Fig. 1: sequential cells grouped by signal name
Scale: 6 px per um. Other sequential cells in the stronger gray, the rest of the logic in the fainter gray.
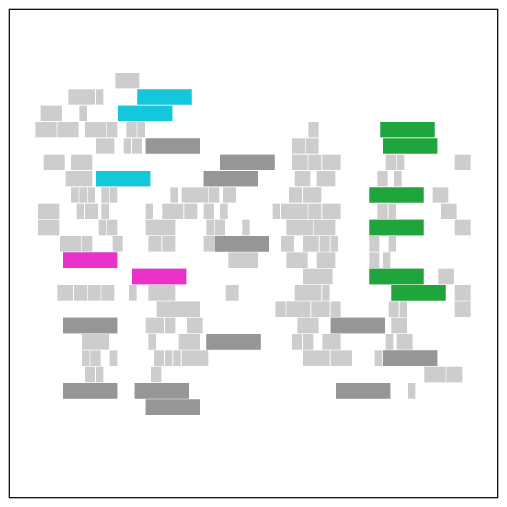
Fig. 2: cell classes on the final placement
Scale: 6 px per um. Fill, decap, tap and diode cells in gray.
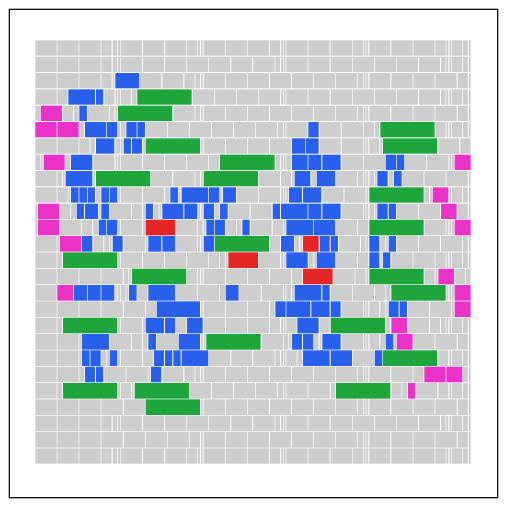
Fig. 3: routed clock nets over the placement
Scale: 8 px per um.
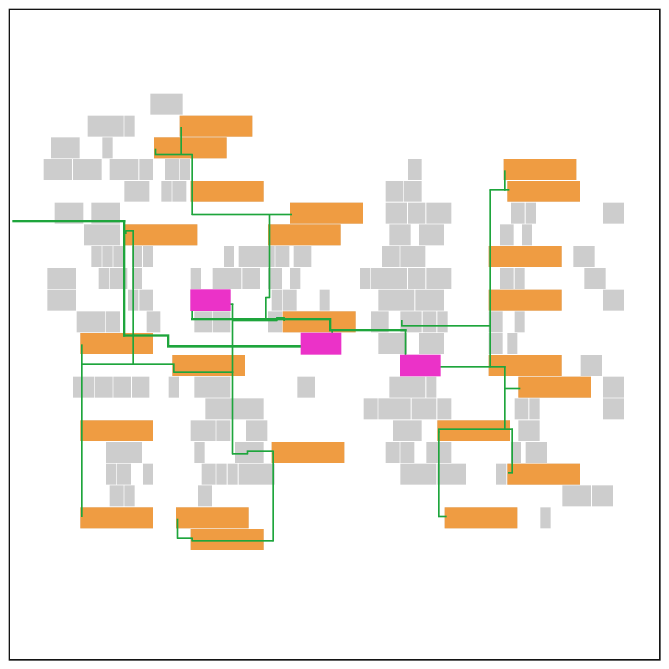
Fig. 4: PDN straps and rails
Scale: 4 px per um. Pins as bars on the die edge.
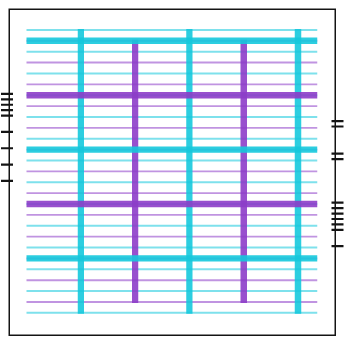
## src/rtl/mul_pkg.sv

```systemverilog
// Shared types and sizing for the sequential signed multiplier.
package mul_pkg;

  typedef enum logic [1:0] {
    IDLE = 2'd0,
    CALC = 2'd1,
    FIN  = 2'd2
  } state_t;

  localparam int DEF_WIDTH = 3;

  // The iteration counter must hold WIDTH itself, hence WIDTH+1 codes.
  function automatic int cnt_width(input int w);
    return $clog2(w + 1);
  endfunction

endpackage

```

## src/rtl/twos_neg.sv

```systemverilog
// Combinational conditional two's-complement negate: dout = neg ? -din : din.
module twos_neg #(
  parameter int W = 3
) (
  input  logic [W-1:0] din,
  input  logic         neg,
  output logic [W-1:0] dout
);

  assign dout = neg ? (~din + W'(1)) : din;

endmodule

```

## src/rtl/mul_seq.sv

```systemverilog
// Signed shift-add multiplier, one multiplier bit per clock; done rises WIDTH+1 edges after start.
// start is only sampled while idle and is dropped (not queued) while busy.
module mul_seq
  import mul_pkg::*;
#(
  parameter int WIDTH = DEF_WIDTH
) (
  input  logic                 clk,
  input  logic                 rst_n,
  input  logic                 start,
  input  logic [WIDTH-1:0]     A,
  input  logic [WIDTH-1:0]     B,
  output logic                 busy,
  output logic                 done,
  output logic [2*WIDTH-1:0]   P,
  output logic                 ZF,
  output logic                 SF,
  output logic                 OVF
);

  localparam int CNT_W = cnt_width(WIDTH);

  state_t               state;
  state_t               state_nxt;
  logic                 load;
  logic                 fin;

  logic [WIDTH-1:0]     abs_a;
  logic [WIDTH-1:0]     abs_b;
  logic [WIDTH-1:0]     mag_a;
  logic [2*WIDTH-1:0]   acc;
  logic                 neg;
  logic [CNT_W-1:0]     cnt;
  logic [WIDTH:0]       sum;
  logic [2*WIDTH-1:0]   res;
  logic [WIDTH:0]       res_hi;

  // |-2^(WIDTH-1)| keeps the same bit pattern, which reads correctly as unsigned.
  twos_neg #(.W(WIDTH)) u_abs_a (
    .din  (A),
    .neg  (A[WIDTH-1]),
    .dout (abs_a)
  );

  twos_neg #(.W(WIDTH)) u_abs_b (
    .din  (B),
    .neg  (B[WIDTH-1]),
    .dout (abs_b)
  );

  twos_neg #(.W(2*WIDTH)) u_fix (
    .din  (acc),
    .neg  (neg),
    .dout (res)
  );

  always_ff @(posedge clk or negedge rst_n) begin
    if (!rst_n) begin
      state <= IDLE;
    end else begin
      state <= state_nxt;
    end
  end

  always_comb begin
    state_nxt = state;
    load      = 1'b0;
    fin       = 1'b0;
    case (state)
      IDLE: begin
        if (start) begin
          load      = 1'b1;
          state_nxt = CALC;
        end
      end
      CALC: begin
        if (cnt == CNT_W'(1)) begin
          state_nxt = FIN;
        end
      end
      FIN: begin
        fin       = 1'b1;
        state_nxt = IDLE;
      end
      default: begin
        state_nxt = IDLE;
      end
    endcase
  end

  assign busy = (state != IDLE);

  // Upper half plus carry; the low half of acc doubles as the shifting multiplier.
  assign sum = {1'b0, acc[2*WIDTH-1:WIDTH]} + {1'b0, (acc[0] ? mag_a : {WIDTH{1'b0}})};

  always_ff @(posedge clk or negedge rst_n) begin
    if (!rst_n) begin
      mag_a <= '0;
      acc   <= '0;
      neg   <= 1'b0;
      cnt   <= '0;
    end else if (load) begin
      mag_a <= abs_a;
      acc   <= {{WIDTH{1'b0}}, abs_b};
      neg   <= A[WIDTH-1] ^ B[WIDTH-1];
      cnt   <= CNT_W'(WIDTH);
    end else if (state == CALC) begin
      acc   <= {sum, acc[WIDTH-1:1]};
      cnt   <= cnt - CNT_W'(1);
    end
  end

  // The product fits WIDTH signed bits only when its top WIDTH+1 bits agree.
  assign res_hi = res[2*WIDTH-1:WIDTH-1];

  always_ff @(posedge clk or negedge rst_n) begin
    if (!rst_n) begin
      done <= 1'b0;
      P    <= '0;
      ZF   <= 1'b0;
      SF   <= 1'b0;
      OVF  <= 1'b0;
    end else begin
      done <= fin;
      if (fin) begin
        P   <= res;
        ZF  <= (res == '0);
        SF  <= res[2*WIDTH-1];
        OVF <= !((&res_hi) || (~|res_hi));
      end
    end
  end

endmodule

```

## config.mk

```make
export PLATFORM = sky130hd
export DESIGN_NAME = mul_seq
export DESIGN_NICKNAME = d
export VERILOG_FILES = /design/src/rtl/mul_pkg.sv /design/src/rtl/twos_neg.sv /design/src/rtl/mul_seq.sv
export SDC_FILE = /design/constraint.sdc
export NUM_CORES = 1
export LEC_CHECK = 0
export CORE_MARGIN = 4
export CORE_UTILIZATION = 25
export CTS_BUF_LIST = sky130_fd_sc_hd__clkbuf_4 sky130_fd_sc_hd__clkbuf_8 sky130_fd_sc_hd__clkbuf_16
export CTS_CLUSTER_SIZE = 25
export DETAILED_ROUTE_END_ITERATION = 10
export PLACE_DENSITY = 0.46
export RECOVER_POWER = 25
export SLEW_MARGIN = 20
export SYNTH_ARGS = -nofsm -noshare
export SYNTH_HDL_FRONTEND = slang
export SYNTH_SLANG_ARGS = --single-unit
```

## constraint.sdc

```tcl
create_clock -name clk -period 2.8 [get_ports clk]
set_input_delay 0.28 -clock clk [delete_from_list [all_inputs] [get_ports clk]]
set_output_delay 0.28 -clock clk [all_outputs]
set_load 0.1 [all_outputs]
```

==> out/qor.log <==
INFO  status         result_of_the_run=finished clean
INFO  place          place_ws=1.03ns
INFO  final_timing   hold_viol=0
INFO  layout         layout_top_cell_excl_fill_tap=dfrtp_1
INFO  yosys          synth.cellmix.compoundShare=14.5%
INFO  clock_tree     cts_resized=0
INFO  global_route   antenna_found_initial=0
INFO  clock_tree     clock_tree.buffer_depth=2
INFO  die            die-area=6580um^2
INFO  route          post-route-drc-count=0
INFO  yosys          yosysSeqAreaShare=43.0%
INFO  yosys          syn_inst=143
INFO  setup_path     worst-path-stages=5
INFO  place          port_buffers=19
INFO  yosys          topCellsByArea=dfrtp_1, ha_1, o21ai_0
INFO  setup_path     timing.rr.end=ZF
INFO  setup_path     cp-startpoint=acc[2]
INFO  route          wl_met1=1.20mm
INFO  die            tapcell.inserted=70
INFO  layout         dominant_class_by_area=multi-input combinational cells
INFO  yosys          synth.yosys.num_cells=143
INFO  final_timing   finalClockPeriodUsage=63.9%
INFO  setup_path     worst-path-buf-inv=0
INFO  layout         layout.filler_cells=559
INFO  clock_tree     cts-hold-fix-buffers=0
INFO  global_route   met2_usage=16.0%
INFO  final_timing   worst_pin_slew=1.23ns
INFO  layout         final-instance-count-excl-fill=227
INFO  final_timing   relSlewSlack=17.8%
INFO  setup_path     worstRegToRegCells=5
INFO  route          detail_route.wirelength=2.69mm
INFO  yosys          synth-adder-area-share=8.98%
INFO  setup_path     critPathSlowestCell=dfrtp_1
INFO  layout         clock_buffer_count=3
INFO  setup_path     critical_path.max_stage_delay=0.48ns
INFO  place          finalWeightedCongestion=0.854
INFO  layout         layout-area-overhead-vs-synth=18.7%
INFO  route          drtIter0Drc=46
INFO  route          detail_route.wl_per_cell=11.9um
INFO  yosys          ys_chip_area=1340um^2
INFO  route          maxUsedRoutingLayer=met4
INFO  yosys          synthesis.nets=161
INFO  die            fp_util=26.0%
INFO  yosys          xor_xnor_fraction_of_synth_area=4.58%
INFO  clock_tree     tritoncts_num_sinks=23
INFO  hold_path      hold_path_class=flop to flop
INFO  setup_path     worst_setup_path_end=ZF
INFO  setup_path     worstSetupStartpointType=flop
INFO  final_timing   final_period_minus_worst_setup_slack=1.79ns
INFO  layout         logic_share_of_the_area=42.6%
INFO  layout         multiInputGateArea=676um^2
INFO  setup_path     reg2reg_slack=1.01ns
INFO  clock_tree     clk_latency_worst_skew_pair=0.27ns
INFO  setup_path     cp_cell_sequence=or3_1 > and4_4 > a211oi_2 > nor3_2 > a22o_1
INFO  global_route   grt_pass1_vias=1063
INFO  final_timing   fin_tns_setup=0ns
INFO  die            floorplan.rows=26
INFO  yosys          synth-edff-count=0
INFO  route          via_count=1001
INFO  setup_path     endpoint_class_of_the_critical_path=flop
INFO  yosys          syn-mean-instance-area=9.35um^2
INFO  hold_path      hold_path_startpoint=P[1]
INFO  global_route   grt-busiest-layer=met2
INFO  layout         most-common-layout-cells=dfrtp_1, nand2_1, o21ai_0
INFO  final_timing   timing.final.ws_setup=1.01ns
INFO  clock_tree     clk_pin_slew_worst_paths=0.09ns
INFO  yosys          synth.cell_area=1340um^2
INFO  yosys          synth_flops=23
INFO  route          detailroute.wirelength.met3=209um
INFO  clock_tree     cts.root.buffer_cell=clkbuf_8
INFO  yosys          most_common_cell=dfrtp_1
INFO  final_timing   fmax=0.559GHz
INFO  layout         numSequentialCells=23
INFO  layout         finalNetCount=176
INFO  place          placed_cells_incl_taps=223
INFO  layout         final-clk-cell-share=3.07%
INFO  run            tool_warnings=27
INFO  yosys          top_cell_area_share=43.0%
INFO  setup_path     cp_data_arrival_time=1.95ns
INFO  clock_tree     cts_tree=built
INFO  yosys          yosysWarningCount=0
INFO  global_route   grt_max_degree=24
INFO  place          postPlaceCellArea=1540um^2
INFO  clock_tree     cts-htree-levels=1
INFO  yosys          synthFlopType=dfrtp_1
INFO  clock_tree     post_cts_buffers=0
INFO  final_timing   slew_violations=0
INFO  layout         layout_top_registers=P x6, acc x6, mag_a x3
INFO  yosys          synthDistinctLibCells=36
INFO  layout         multi_input_comb_cells=101
INFO  global_route   use_met3=3.22%
INFO  die            ioPinCount=20
INFO  final_timing   setup_viol=0
INFO  run            maxCapViolations=0
INFO  route          routed-wl-met2=1.27mm
INFO  final_timing   fin_worst_skew=0.0124ns
INFO  setup_path     ws_path_type=flop to flop
INFO  global_route   global_route_wire_length_before_repair=4.86mm
INFO  clock_tree     tritoncts.num_buffers=3
INFO  yosys          synthSimpleGateAreaFrac=18.6%
Back to the opening pictures, Fig. 1:
[P] green | flops: 6
[mag_a] cyan | flops: 3
[state] magenta | flops: 2
not colored: 12
fraction of area in registers: 36.2%
storage element area: 576 um^2
Layout Utilization: 30.9%

Back to the opening pictures, Fig. 2:
[remaining logic cells] blue | cells: 110
[clock drivers and dummy loads] red | cells: 4
[sequential cells] green | cells: 23
[remaining buffers and delay cells] magenta | cells: 20

Back to the opening pictures, Fig. 3:
[clock wires] green | length: 331 um
[flip-flops] orange | count: 23
[clock-net drivers] magenta | count: 3
routed clock nets: 4

Back to the opening pictures, Fig. 4:
[VDD] purple
[VSS] cyan
met1 rails: 27
met5 straps: 5
placeable core region: 5140 um^2
floorplan die width: 81.1 um

